==> config.mk <==
export PLATFORM = sky130hd
export DESIGN_NAME = enemy_lane_flat
export DESIGN_NICKNAME = d
export VERILOG_FILES = /design/src/rtl/enemy_lane_if.sv /design/src/rtl/enemy_lane.sv /design/src/flat_wrapper.sv
export SDC_FILE = /design/constraint.sdc
export NUM_CORES = 1
export LEC_CHECK = 0
export CAP_MARGIN = 25
export CORE_MARGIN = 2
export CORE_UTILIZATION = 50
export DETAILED_ROUTE_END_ITERATION = 12
export PLACE_DENSITY_LB_ADDON = 0.1
export SLEW_MARGIN = 20
export SYNTH_ARGS = -nofsm -noshare
export SYNTH_HDL_FRONTEND = slang
export SYNTH_SLANG_ARGS = --single-unit
==> constraint.sdc <==
create_clock -name clock -period 2.4 [get_ports clock]
set_input_delay 0.24 -clock clock [delete_from_list [all_inputs] [get_ports clock]]
set_output_delay 0.24 -clock clock [all_outputs]
set_load 0.1 [all_outputs]
==> src/rtl/enemy_lane_if.sv <==
// Player/game-control side of one falling-byte lane: respawn, speed, fire and value in;
// target, row and the correct/game_over status levels out.
`timescale 1ns/1ps
interface enemy_lane_if;
    logic       respawn;
    logic [2:0] speed_level;
    logic       fire;
    logic [7:0] player_value;
    logic [7:0] target;
    logic [3:0] row;
    logic       active;
    logic       correct;
    logic       game_over;

    modport master (
        output respawn, speed_level, fire, player_value,
        input  target, row, active, correct, game_over
    );

    modport slave (
        input  respawn, speed_level, fire, player_value,
        output target, row, active, correct, game_over
    );
endinterface

==> src/rtl/enemy_lane.sv <==
// One Flippy Bit lane: spawns an LFSR byte, drops it one row per tick, flags match or landing.
// Status levels change one cycle after the deciding input; no backpressure, respawn overrides all.
`timescale 1ns/1ps
module enemy_lane #(
    parameter int         ROWS      = 8,
    parameter int         TICK_DIV  = 50000000,
    parameter logic [7:0] LFSR_SEED = 8'hA5
) (
    input  logic        clock,
    input  logic        reset,
    enemy_lane_if.slave lane
);
    typedef enum logic [2:0] {IDLE, SPAWN, FALLING, HIT, LANDED} state_t;

    localparam logic [25:0] DIV_BASE = 26'(TICK_DIV);
    localparam logic [3:0]  LAST_ROW = 4'(ROWS - 1);

    state_t      state_q, state_d;
    logic [7:0]  target_q, target_d;
    logic [3:0]  row_q, row_d;
    logic        active_q, active_d;
    logic        correct_q, correct_d;
    logic        game_over_q, game_over_d;
    logic [25:0] cnt_q, cnt_d;
    logic [7:0]  lfsr_q, lfsr_d;
    logic        fire_q;

    logic [25:0] div_shift, div;
    logic        tick, fire_rise, match;

    // Galois form of x^8+x^6+x^5+x^4+1; a non-zero seed never reaches zero
    assign lfsr_d    = {1'b0, lfsr_q[7:1]} ^ (lfsr_q[0] ? 8'hB8 : 8'h00);
    assign div_shift = DIV_BASE >> lane.speed_level;
    assign div       = (div_shift == 26'd0) ? 26'd1 : div_shift;
    // >= so that a speed-up leaving the counter past the new limit ticks at once
    assign tick      = (cnt_q >= div - 26'd1);
    assign fire_rise = lane.fire & ~fire_q;
    assign match     = fire_rise && (lane.player_value == target_q);

    always_ff @(posedge clock) begin
        if (reset) begin
            state_q     <= IDLE;
            target_q    <= 8'h00;
            row_q       <= 4'd0;
            active_q    <= 1'b0;
            correct_q   <= 1'b0;
            game_over_q <= 1'b0;
            cnt_q       <= 26'd0;
            lfsr_q      <= LFSR_SEED;
            fire_q      <= 1'b0;
        end else begin
            state_q     <= state_d;
            target_q    <= target_d;
            row_q       <= row_d;
            active_q    <= active_d;
            correct_q   <= correct_d;
            game_over_q <= game_over_d;
            cnt_q       <= cnt_d;
            lfsr_q      <= lfsr_d;
            fire_q      <= lane.fire;
        end
    end

    always_comb begin
        state_d     = state_q;
        target_d    = target_q;
        row_d       = row_q;
        active_d    = active_q;
        correct_d   = correct_q;
        game_over_d = game_over_q;
        cnt_d       = cnt_q;
        case (state_q)
            SPAWN: begin
                target_d    = lfsr_q;
                row_d       = 4'd0;
                cnt_d       = 26'd0;
                correct_d   = 1'b0;
                game_over_d = 1'b0;
                active_d    = 1'b0;
                if (!lane.respawn) begin
                    state_d  = FALLING;
                    active_d = 1'b1;
                end
            end
            FALLING: begin
                if (match) begin
                    state_d   = HIT;
                    correct_d = 1'b1;
                    active_d  = 1'b0;
                end else if (tick) begin
                    cnt_d = 26'd0;
                    if (row_q == LAST_ROW) begin
                        state_d     = LANDED;
                        game_over_d = 1'b1;
                        active_d    = 1'b0;
                    end else begin
                        row_d = row_q + 4'd1;
                    end
                end else begin
                    cnt_d = cnt_q + 26'd1;
                end
            end
            default: ;
        endcase
        // Status clears the cycle after respawn, not after the first SPAWN cycle
        if (lane.respawn) begin
            state_d     = SPAWN;
            correct_d   = 1'b0;
            game_over_d = 1'b0;
            active_d    = 1'b0;
        end
    end

    assign lane.target    = target_q;
    assign lane.row       = row_q;
    assign lane.active    = active_q;
    assign lane.correct   = correct_q;
    assign lane.game_over = game_over_q;
endmodule

==> src/flat_wrapper.sv <==
// flat-port wrapper written by rule: the top's interface ports become plain ports
module enemy_lane_flat 
#(
    parameter int         ROWS      = 8,
    parameter int         TICK_DIV  = 50000000,
    parameter logic [7:0] LFSR_SEED = 8'hA5
)
  (clock, reset, lane_respawn, lane_speed_level, lane_fire, lane_player_value, lane_target, lane_row, lane_active, lane_correct, lane_game_over);
  enemy_lane_if lane_i ();
  input  logic clock;
  input  logic reset;
  input wire logic [$bits(lane_i.respawn)-1:0] lane_respawn;
  input wire logic [$bits(lane_i.speed_level)-1:0] lane_speed_level;
  input wire logic [$bits(lane_i.fire)-1:0] lane_fire;
  input wire logic [$bits(lane_i.player_value)-1:0] lane_player_value;
  output wire logic [$bits(lane_i.target)-1:0] lane_target;
  output wire logic [$bits(lane_i.row)-1:0] lane_row;
  output wire logic [$bits(lane_i.active)-1:0] lane_active;
  output wire logic [$bits(lane_i.correct)-1:0] lane_correct;
  output wire logic [$bits(lane_i.game_over)-1:0] lane_game_over;
  assign lane_i.respawn = lane_respawn;
  assign lane_i.speed_level = lane_speed_level;
  assign lane_i.fire = lane_fire;
  assign lane_i.player_value = lane_player_value;
  assign lane_target = lane_i.target;
  assign lane_row = lane_i.row;
  assign lane_active = lane_i.active;
  assign lane_correct = lane_i.correct;
  assign lane_game_over = lane_i.game_over;
  enemy_lane #(.ROWS(ROWS), .TICK_DIV(TICK_DIV), .LFSR_SEED(LFSR_SEED)) u_core (.clock(clock), .reset(reset), .lane(lane_i));
endmodule
==> CHANGELOG.md, run 1 <==
### Changed

* Status: completed
* Clk latency late pin at 0.32 ns
* Clock net sink count at ~53
* Grt total ovfl at 0
* Final hold vios at 0
* Worst hold path type: flop to flop
* XOR Share, Synth at under 10%
* Final Total Pwr at 0.00180 W
* Seq group at around 0.00093 W
* Detailed-route wire length at approximately 7100 um
* Critical path class: input pin to flop
* Met2 usage at 36.9%
* P per Cell Area at 475 mW/mm^2
* Yosys warning count at 0
* Crit-path cells: buf_4 > or3_4 > and2_4 > ha_1 > nand4_1 > nor3_2 > o311a_1 > o211ai_4 > buf_6 > or3_4 > a21oi_2
* CTS Hold Bufs at 0
* Core Rows at 28
* Post-Syn Area at ~0.003 mm^2
* EDFF count, synth at 0
* NetSw at approximately 0.00054 W
* Setup_tns at 0 ns
* Clock Power Share at a little under a third
* Part of the power in registers at between 50% and 60%
* Clock root buffer: clkbuf_8
* First-pass GRT wire length at 11,600 um
* Met3 WL at 247 um
* P_clk at 0.000546 W
* CTS tree: built
* H-tree depth at 2
* Synth-to-layout area growth at 24.1%
* Crit-path leading delay family: simple AND/OR/NAND/NOR gates
* Gr usage total at between 20% and 30%
* DRC at 0
* Boundary pin count at 30
* Max_cap viols at 0
* Layout cells sized above 1 at ~25%
* Yosys cell count at between 300 and 400
* Setup Skew at between 0.006 and 0.007 ns
* Number of antenna diodes at 0
* Count of mapped cells out of synthesis at about 360
* Most numerous logic cells after layout: buf_4, dfxtp_1, nand2_1
* Mux frac, synth at 0%
* Most frequent logic cell in the layout: buf_4
* Met1 wire length at ~3500 um
* Routed wl met2 at 3240 um
* FFs w/ async S/R, synth at 0%
* Startpoint Class: input pin
* Worst EP arrival at around 2.6 ns
* Vias in the first global route at around 2,600
* Net count after synthesis at 404
* Core area at about 0.006 mm^2
* Chip width at 82.1 um
* CP max FO at 6
* Syn avg cell area at approximately 8.4 um^2
* Largest net degree at the start of global routing at 26
* Most used cell, CP: or3_4
* Met3 Track Usage GR at about 4%
* Slew HR at a little under three quarters
* CP Buf/Inv Count at 2
* Slew Limit Fails at 0
* CTS clk-pin slew, worst paths at 0.11 ns
* PortBufs at 29
* Worst VDD drop at 260 uV
* DP Wirelength at 5270 um
* Post-synth area from yosys stat at between 0.003 and 0.004 mm^2
* F_max at between 400 and 500 MHz
* PostCTS Resize Cnt at 27
* Worst-margin pin slew at 0.420 ns
* Seq share, synth at about a third
* Initial DRC count at ~110
* Ao+oa area frac at between 10% and 20%
* Crit-path slowest cell: or3_4
* Max power group: sequential cells
* Detail Route Antenna Nets at 0
* Internal cell power at about 0.0013 W
* Die y size at 82.1 um
* Comb power frac at 18.1%
* Ys flops at between 50 and 60
* Comb pwr at about 0.00033 W
* Count of cell types in the netlist at 51
* Setup violators final at 0
* Comb area leader: simple AND/OR/NAND/NOR gates
* Tool warnings at 27
* Max layer used: met4
* Num CTS Buffers at 5
* Avg Vias per Cell at between 5 and 6
* Net Sw Frac at ~30%
* Synth Flop Type: dfxtp_1
* Gpl congestion at 0.885
* Min Clock Period, post-route at 2.31 ns
* Adder Share, Synth at about 11%
* Die area at slightly below 0.007 mm^2
* Initial antenna violation count at 0
* Wire per inst at about 14 um
* # nets final at 462
==> run 1: stage by stage <==
stage	instance area (um^2)	instances	worst slack [ns]	utilization, %
floorplan	3060	361	0.000894	-
global placement	3580	485	-0.615	60.5
detailed placement	3580	485	-0.652	60.5
CTS	3770	495	-0.000889	63.7
global route	3780	495	-0.000102	63.9
finish	3780	495	0.0870	63.9
==> run 1: state kept, by name, indices dropped and copies added, names as in the netlist <==
name,count
u_core.cnt_q,26
u_core.fire_q,1
u_core.state_q,3
u_core.lane.target,8
u_core.lane.correct,1
u_core.lane.game_over,1
u_core.lane.row,4
u_core.lfsr_q,8
u_core.lane.active,1
==> run 1: area by class of cell <==
type                    instances  area, um^2
fillers                       521        2140
clock buffers                   5        68.8
repair buffers                 64         523
multi-input cells             283        1950
well taps                      75        93.8
clock inverters                 3        28.8
inverters                      12        46.3
flip-flops and latches         53        1070
==> run 1: worst paths after layout <==
| path | cells after the start | startpoint | end | slack (ns) |
|---|---|---|---|---|
| max | 11 | lane_speed_level[1] | u_core.lane.row[0] | 0.09 |
| min reg2reg | 2 | u_core.lfsr_q[3] | u_core.lane.target[3] | 0.45 |
| max reg2reg | 10 | u_core.cnt_q[0] | u_core.lane.game_over | 0.12 |
| min | 2 | u_core.lfsr_q[3] | u_core.lane.target[3] | 0.45 |
==> run 1: synth_stat cells, types with 7 or more instances <==
cell | number | area [um^2]
dfxtp_1 | 53 | 1060
nand2_1 | 40 | 150
nor2_1 | 36 | 135
a21oi_1 | 28 | 140
ha_1 | 28 | 350
xnor2_1 | 17 | 149
o21ai_0 | 15 | 75.1
nand4_1 | 14 | 87.6
xor2_1 | 12 | 105
inv_1 | 11 | 41.3
nand3_1 | 10 | 50.1
and3_1 | 9 | 56.3
clkbuf_1 | 9 | 33.8
or3_1 | 7 | 43.8
### Clock network drawn from the DEF, run 1

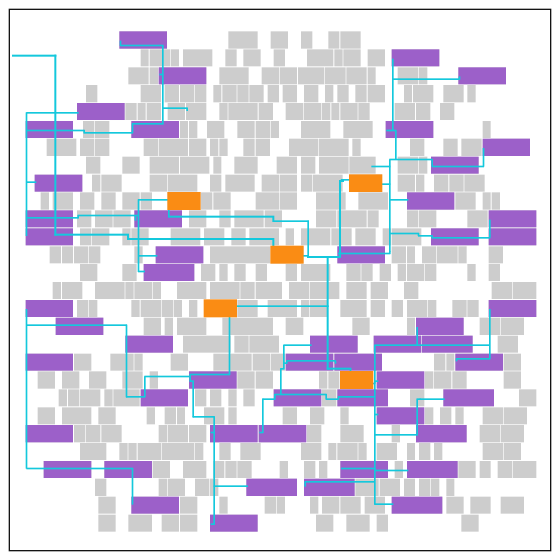
Cyan marks clock wires, length 653 um. Purple marks flip-flops, count 53. Orange marks clock drivers, count 5.
There are 6 routed clock nets. Position of the flops: all over the die.

### Sequential cells grouped by signal name, run 1

Scale bar: 20 um. Other sequential cells in the stronger gray, the rest of the logic in the fainter gray.
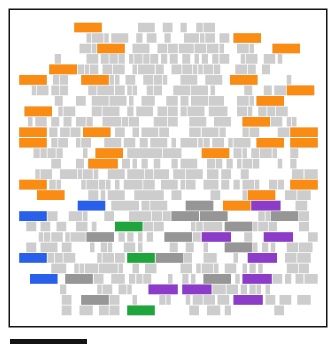
Purple marks `u_core.lane.target`, placed flops 8, where south-east. Orange marks `u_core.cnt_q`, placed flops 26. Blue marks `u_core.lane.row`, placed flops 4, where south-west. Green marks `u_core.state_q`, placed flops 3.
Another 12 sequential cells are not colored.

### Cells by drive strength, run 1

Scale bar: 20 um.
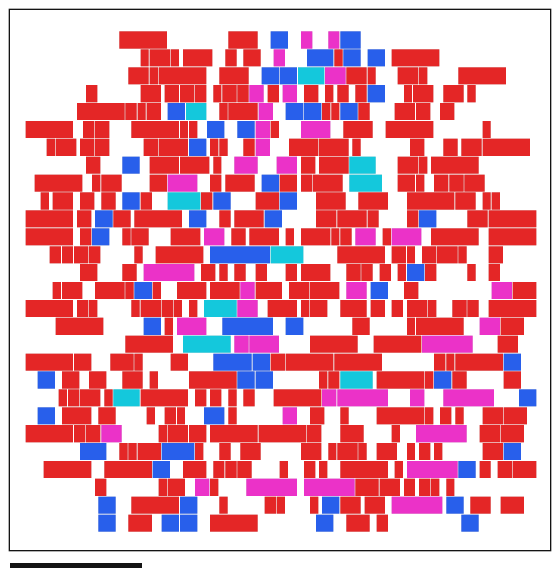
Cyan marks _6 and larger, cells 10, most used clkbuf_8. Red marks _0 and _1 cells, cells 316, most used dfxtp_1. Magenta marks _2 cells, cells 38, most used dfxtp_2. Blue marks _3 and _4 cells, cells 56, most used buf_4.

### Clock wiring as the flow saved it, run 1

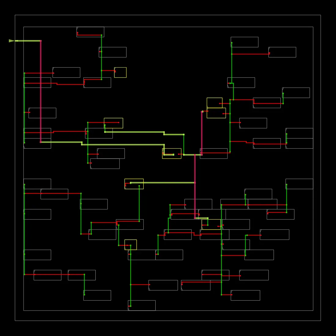

==> inputs of run 2 (changes only) <==
--- a/config.mk
+++ b/config.mk
@@ -10,6 +10,7 @@
 export CORE_UTILIZATION = 50
 export DETAILED_ROUTE_END_ITERATION = 12
 export PLACE_DENSITY_LB_ADDON = 0.1
+export SETUP_SLACK_MARGIN = 0.5
 export SLEW_MARGIN = 20
 export SYNTH_ARGS = -nofsm -noshare
 export SYNTH_HDL_FRONTEND = slang
==> constraint.sdc (replaced) <==
create_clock -name clock -period 2.4 [get_ports clock]
set_input_delay 0.48 -clock clock [delete_from_list [all_inputs] [get_ports clock]]
set_output_delay 0.48 -clock clock [all_outputs]
set_load 0.1 [all_outputs]
### Clock wiring as the flow saved it, run 2

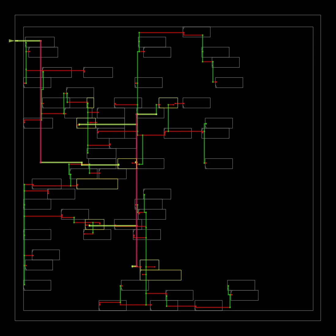
clock net sink count: 53
clk latency late pin: 0.31 ns

==> CHANGELOG.md, run 2 <==
### Changed

* Wire per inst at between 15 and 20 um
* Syn avg cell area at between 8 and 9 um^2
* Vias in the first global route at around 2,800
* # nets final at 469
* Hold depth at 2
* Non-filler cells, final at ~500
* Final worst setup slack at -0.0572 ns
* R2R depth at 11
* Count of mapped cells out of synthesis at around 360
* Max-area cell share at roughly a third
* Max reg flops at 26
* Grt total ovfl at 0
* Status: finished, violations left
* Layout cells sized above 1 at between 30% and 40%
* Synth-to-layout area growth at 35.9%
* Synth Flop Type: dfxtp_1
* Most numerous logic cells after layout: buf_4, dfxtp_1, nand2_1
* Most used cell, CP: buf_6
* Gr usage total at 24.0%
* Seq share, synth at about a third
* Placed cells at about 500
* Part of the power in registers at 46.3%
* XOR Share, Synth at 8.33%
* Net Sw Frac at between 20% and 30%
* P per Cell Area at just under 500 mW/mm^2
* Final core utilization at between 60 and 70%
* Setup WS pre-CTS at -0.925 ns
* Critical path depth in cells at 12
* Clock root buffer: clkbuf_8
* FFs w/ async S/R, synth at 0%
* CTS Hold Bufs at 0
* Tool warnings at 29
* Most frequent cell after synthesis: dfxtp_1
* Slew HR at 73.2%
* Initial antenna violation count at 0
* EDFF count, synth at 0
* Detailed-route wire length at between 7000 and 8000 um
* Initial DRC count at between 100 and 150
* Mux frac, synth at 0%
* Cell type with the largest total area: dfxtp_1
* Worst-margin pin slew at 0.401 ns
* Crit-path leading delay family: AND-OR/OR-AND gates
* Yosys warning count at 0
* Min Clock Period, post-route at around 2.5 ns
* Setup violators final at 26
* Count of cell types in the netlist at ~51
* Worst VDD drop at between 400 and 500 uV
* Net count after synthesis at between 400 and 500
* First-pass GRT wire length at approximately 12,000 um
* Internal cell power at 0.00148 W
* Core area at slightly below 0.006 mm^2
* Largest Register: u_core.cnt_q
* Chip width at 82.1 um
* Comb power frac at between 10% and 20%
* PortBufs at 29
* Filler instances at roughly 480
* CP max FO at 6
* Boundary pin count at 30
* Most frequent logic cell in the layout: buf_4
* Adder Share, Synth at about 11%
* Crit-path cells: buf_6 > or3_4 > buf_4 > ha_1 > o21ai_2 > o21ai_1 > a2111o_1 > o211ai_4 > buf_6 > buf_6 > o21ai_2 > o41ai_2
* Violated checks: negative setup slack
### Clock network drawn from the DEF, run 2

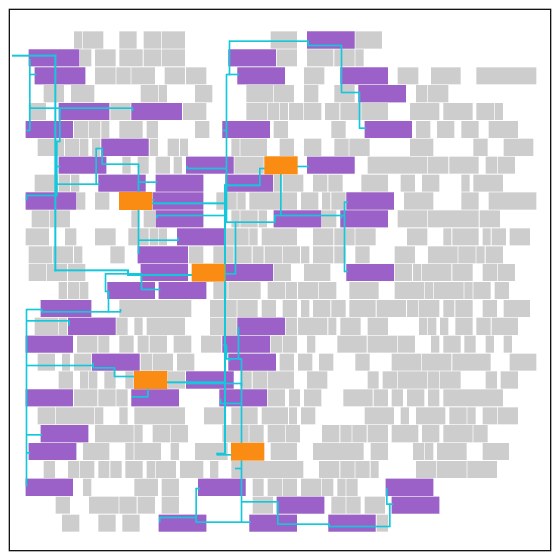
Cyan marks clock wires, length 572 um. Purple marks flip-flops, count 53. Orange marks clock drivers, count 5.
There are 6 routed clock nets.
Setup Skew: 0.0109 ns
Clock Power Share: 34.8%
P_clk: 0.000697 W

## run 2: worst min-delay path, stage by stage, from the launching register on
cell	delay [ns]
dfxtp_1	0.32
nand2_1	0.05
a21oi_1	0.05
## run 2: what timing repair did
item,CTS,global route
cloned,1,0
pin swaps,12,9
gates resized,34,63
hold endpoints to repair,0,0
setup endpoints to repair,34,34
setup buffers,3,1
## run 2: worst paths after layout
path | to | slack [ns] | startpoint
min | u_core.lane.target[3] | 0.44 | u_core.lfsr_q[3]
max | u_core.lane.row[1] | -0.06 | lane_speed_level[1]
max reg2reg | u_core.lane.row[1] | 0.11 | u_core.cnt_q[0]
min reg2reg | u_core.lane.target[3] | 0.44 | u_core.lfsr_q[3]
## run 2: kinds of logic after synthesis
| kind of cell | Yosys count |
|---|---|
| buffers and inverters | 25 |
| AND-OR/OR-AND | 70 |
| XOR/XNOR | 29 |
| flip-flops | 53 |
| AND/OR/NAND/NOR | 156 |
| adder cells (fa/ha/maj) | 28 |
## run 2: per-layer routing
metal / vias to the layer above / routed length (um)
met1: 1306 / 3400
met5: - / 0
met3: 23 / 227
li1: 1399 / -
met4: 0 / 232
met2: 54 / 3780
## run 2: cell type report
class	instances	area (um^2)	share of cell area, %
Multi-Input combinational cell	284	2180	52.5
Sequential cell	53	1070	25.9
Clock inverter	3	65.1	1.57
Clock buffer	5	68.8	1.66
Timing Repair Buffer	70	619	15.0
Inverter	12	47.5	1.15
Tap cell	75	93.8	2.27
## run 2: per-stage QoR
step	total power [W]	hold slack (ns)	instance area [um^2]	TNS, ns
2_1_floorplan	0.00116	0.417	3120	-2.20
5_1_grt	0.00209	0.466	4140	-3.15
6_report	0.00200	0.444	4140	-0.766
3_3_place_gp	0.00126	0.424	3660	-25.85
4_1_cts	0.00198	0.447	3910	-0.306
3_5_place_dp	0.00127	0.428	3660	-27.41
### Sequential cells grouped by signal name, run 2

Scale bar: 20 um. Other sequential cells in the stronger gray, the rest of the logic in the fainter gray.
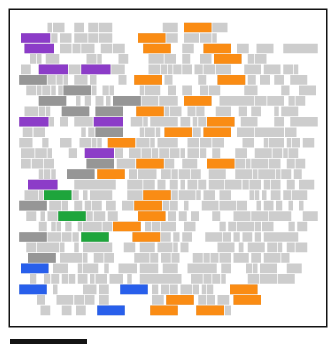

==> inputs of run 3 (changes only) <==
--- a/config.mk
+++ b/config.mk
@@ -8,9 +8,9 @@
 export CAP_MARGIN = 25
 export CORE_MARGIN = 2
 export CORE_UTILIZATION = 50
+export CTS_CLUSTER_DIAMETER = 80
 export DETAILED_ROUTE_END_ITERATION = 12
 export PLACE_DENSITY_LB_ADDON = 0.1
-export SETUP_SLACK_MARGIN = 0.5
 export SLEW_MARGIN = 20
 export SYNTH_ARGS = -nofsm -noshare
 export SYNTH_HDL_FRONTEND = slang
### Sequential cells grouped by signal name, run 3

Scale bar: 20 um. Other sequential cells in the stronger gray, the rest of the logic in the fainter gray.
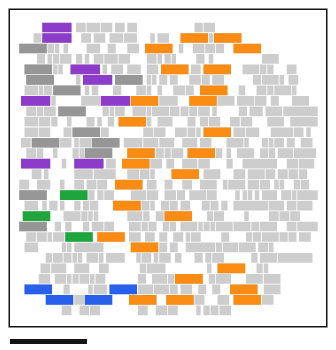
Purple marks `u_core.lane.target`, placed flops 8. Green marks `u_core.state_q`, placed flops 3. Orange marks `u_core.cnt_q`, placed flops 26. Blue marks `u_core.lane.row`, placed flops 4, where south-west.

### Cells by drive strength, run 3

Scale bar: 20 um.
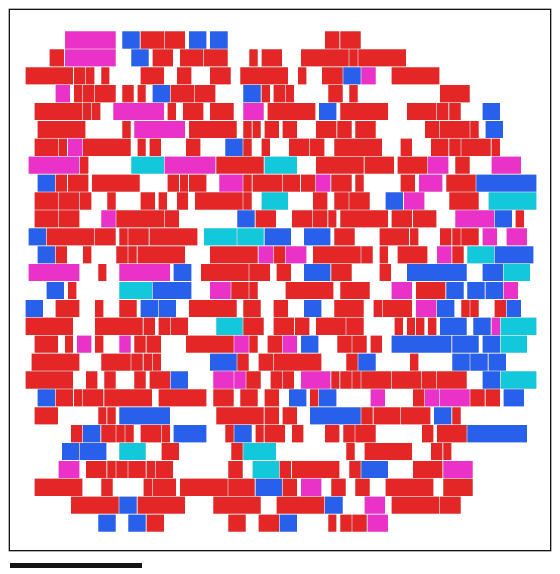
Magenta marks _2 cells, cells 45, most used a21oi_2. Cyan marks _6 and larger, cells 16, most used buf_6. Blue marks _3 and _4 cells, cells 69, most used buf_4. Red marks _0 and _1 cells, cells 296, most used dfxtp_1.

==> CHANGELOG.md, run 3 <==
### Changed

* Status: finished, violations left
* Violated checks: negative setup slack
* Crit-path slowest cell: a2111o_1
* Clock Power Share at around 28%
* Die y size at between 80 and 90 um
* Filler instances at 499
* Floorplan core density at 51.5%
* Slew Limit Fails at 0
* FFs w/ async S/R, synth at 0%
* CTS clk-pin slew, worst paths at about 0.09 ns
* Ys flops at between 50 and 60
* Non-filler cells, final at 501
* Avg Vias per Cell at 5.50
* Sequential share of cell area at between 20% and 30%
* TritonRoute pass-1 iters at 4
* Post-Syn Area at ~0.0030 mm^2
* Yosys cell count at ~360
* Most used cell, CP: a21oi_2
* Boundary pin count at 30
* Setup Skew at around 0.0087 ns
* Worst-margin pin slew at about 0.39 ns
* Synth-to-layout area growth at 31.4%
* Worst EP arrival at roughly 2.7 ns
* CP Buf/Inv Count at 2
* Placed instance area at 0.00366 mm^2
* Critical R2R Launch: u_core.cnt_q[0]
* Unrepaired setup endpoints after global routing: true
* ClkCell Share at approximately 2.1%
* CTS Buffer Depth at 2
* Tcrit/Tclk final at 102%
* Logic area at between 0.002 and 0.0025 mm^2
* Reg2reg setup slack at 0.13 ns
* Internal cell power at approximately 0.0013 W
* CTS Hold Bufs at 0
* CTS tree: built
* Number of signal-net inverters in the final layout at 12
* Vias in the first global route at around 2,700
* Tap cells at between 70 and 80
* F_max at roughly 410 MHz
* Crit-path cells: buf_8 > or3_4 > nand2_2 > ha_4 > a21oi_2 > o21ai_1 > a2111o_1 > o211ai_4 > buf_6 > o21ai_0 > a21oi_2
* Crit path from: lane_speed_level[1]
* Max-area cell share at around a third
* DP Wirelength at 5570 um
* Fraction of area in multi-input gates at between 50% and 60%
* Critical path class: input pin to flop
* Final hold slack at between 0.4 and 0.5 ns
* Core area at 0.00592 mm^2
* Count of cell types in the netlist at 51
* Cell type with the largest total area: dfxtp_1
* Commonest cells post-synth: dfxtp_1, nand2_1, nor2_1
* Tool warnings at 29
* First-pass GRT wire length at between 10,000 and 15,000 um
* Number of antenna diodes at 0
* Mi-comb count at 283
* Chip width at between 80 and 90 um
* Synth Flop Type: dfxtp_1
* Flops at about 53
* Placed cells at between 400 and 500
* DRC at 0
* Max reg flops at 26
* Wire per inst at about 14 um
* Final hold vios at 0
* Setup violators final at 28
* NetSw at 0.000510 W
* H-tree depth at 2
* Crit-path leading delay family: AND-OR/OR-AND gates
* Post-synth area from yosys stat at 0.00305 mm^2
* Syn avg cell area at approximately 8.4 um^2
* Layout cells sized above 1 at between 30% and 40%
* R2R depth at 10
* Clock buf count at 6
* R2r endpoint: u_core.lane.row[0]
* Initial antenna violation count at 0
* Worst VDD drop at around 500 uV
* Clock root buffer: clkbuf_8
* Area contributors post-synth: dfxtp_1, ha_1, nand2_1
* PostCTS Resize Cnt at approximately 40
* Comb power frac at approximately 20%
* Clock net sink count at 53
* Most frequent cell after synthesis: dfxtp_1
* Layout non-clock buf frac at between 15 and 20%
* Largest Register: u_core.cnt_q
* Yosys warning count at 0
* Startpoint Class: input pin
* Num CTS Buffers at 5
* Most frequent logic cell in the layout: buf_4
* Setup_tns at -0.939 ns
* Part of the power in registers at a little over half
* Net count after synthesis at 404
* Post-route cell area at about 0.004 mm^2
* PortBufs at 29
* Min Clock Period, post-route at 2.46 ns
* Worst path max stage delay at between 0.4 and 0.5 ns
* Max_cap viols at 0
* Die area at about 0.0067 mm^2
* Setup WS pre-CTS at -0.877 ns
* Flop area at between 0.001 and 0.0015 mm^2
* EDFF count, synth at 0
* P per Cell Area at 441 mW/mm^2
* # nets final at roughly 470
* Core Rows at 28
* Non-Clock Buffer Count at approximately 70
* Gpl congestion at 0.830
* Initial DRC count at roughly 110
* Final worst setup slack at -0.0557 ns
* CP max FO at 7
* Final core utilization at about 68%
* Critical Path Sink: u_core.lane.row[0]
* Critical path endpoint category: flop
* # Post-CTS Setup Buffers at 2
* Required time of the critical path at roughly 2.7 ns
* Net Sw Frac at between 20% and 30%
* Final Total Pwr at 0.00177 W
* Worst hold path type: flop to flop
* Detail Route Antenna Nets at 0
* Detailed-route wire length at between 7000 and 8000 um
* Gr usage total at between 20% and 30%
* Count of mapped cells out of synthesis at around 360
* Clk latency late pin at roughly 0.31 ns
* Slew HR at around three quarters
* Critical path depth in cells at 11
* Leading cell kind: logic gates
* Most numerous logic cells after layout: buf_4, dfxtp_1, nand2_1
* Seq share, synth at around a third
* Largest net degree at the start of global routing at 23
* Pleak at roughly 1.6 nW
* Grt total ovfl at 0
* Vias post-DR at roughly 2,800
## run 3: cell counts after synthesis
No cell type changed its count.
## run 3: kinds of logic after synthesis
family	after synthesis	share of synthesized area (%)
simple gates	156	26.4
fa+ha+maj	28	11.5
compound gates	70	14.7
buf+inv	25	4.19
flops	53	34.8
xor+xnor	29	8.33
## run 3: power by group through the flow
| stage | Combinational (W) | Sequential (W) | Clock, W |
|---|---|---|---|
| after floorplan | 0.000153 | 0.00100 | 0 |
| after detailed placement | 0.000316 | 0.000946 | 0 |
| after global routing | 0.000383 | 0.000930 | 0.000535 |
| final | 0.000354 | 0.000926 | 0.000488 |
| after global placement | 0.000311 | 0.000946 | 0 |
| after CTS | 0.000333 | 0.000926 | 0.000503 |
## run 3: metal layers
| layer | up-vias | routed length (um) | global-route usage [%] |
|---|---|---|---|
| li1 | 1408 | - | - |
| met5 | - | 0 | 0 |
| met4 | 0 | 70 | 6.67 |
| met3 | 7 | 212 | 3.30 |
| met2 | 46 | 3600 | 41.0 |
| met1 | 1296 | 3290 | 28.6 |
## run 3: worst min path at each step
stage | cells past startpoint | endpoint | slack (ns) | from
floorplan | 1 | u_core.lfsr_q[0] | 0.42 | u_core.lfsr_q[1]
global placement | 1 | u_core.lfsr_q[0] | 0.43 | u_core.lfsr_q[1]
detailed placement | 1 | u_core.lfsr_q[0] | 0.43 | u_core.lfsr_q[1]
CTS | 2 | u_core.lane.target[7] | 0.45 | u_core.lfsr_q[7]
global route | 2 | u_core.lane.target[2] | 0.47 | u_core.lfsr_q[2]
finish | 2 | u_core.lane.target[7] | 0.45 | u_core.lfsr_q[7]
## run 3: worst register-to-register path: cells and delay by family (launching register included)
kind            cells  cell delay, ns
flops               1            0.38
fa+ha+maj           1            0.28
buf+inv             2            0.25
simple gates        2            0.19
compound gates      5            1.10

==> gallery <==
Cell classes on the final placement.
(a)
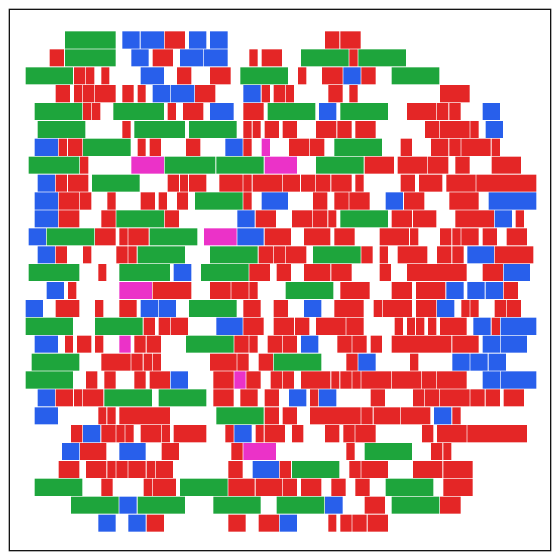
(b)
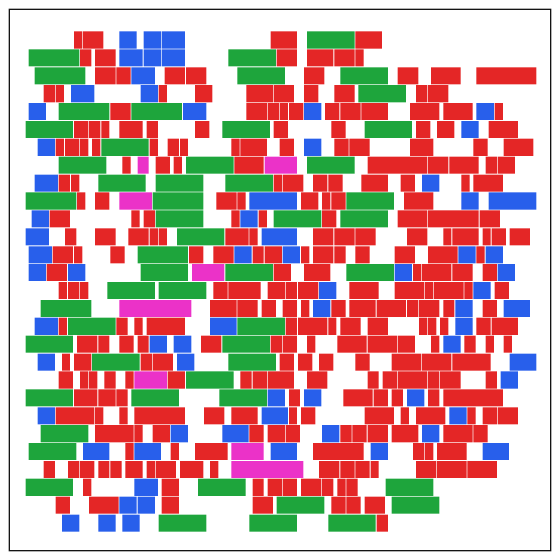
(c)
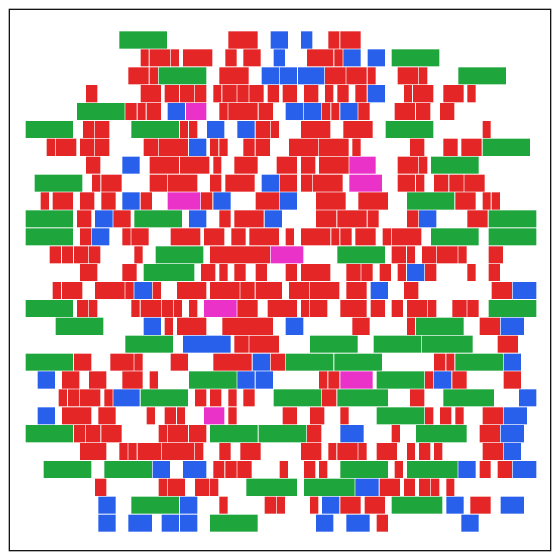
(a) comes from run 3.
(c) comes from run 1.
(b) comes from run 2.

Key to (b):
Red marks combinational and other logic, cells 296. Blue marks remaining buffers and delay cells, cells 70. Green marks sequential cells, cells 53. Magenta marks clock drivers and dummy loads, cells 8.

No activity file was given, so power comes from the tool's default toggle rates.
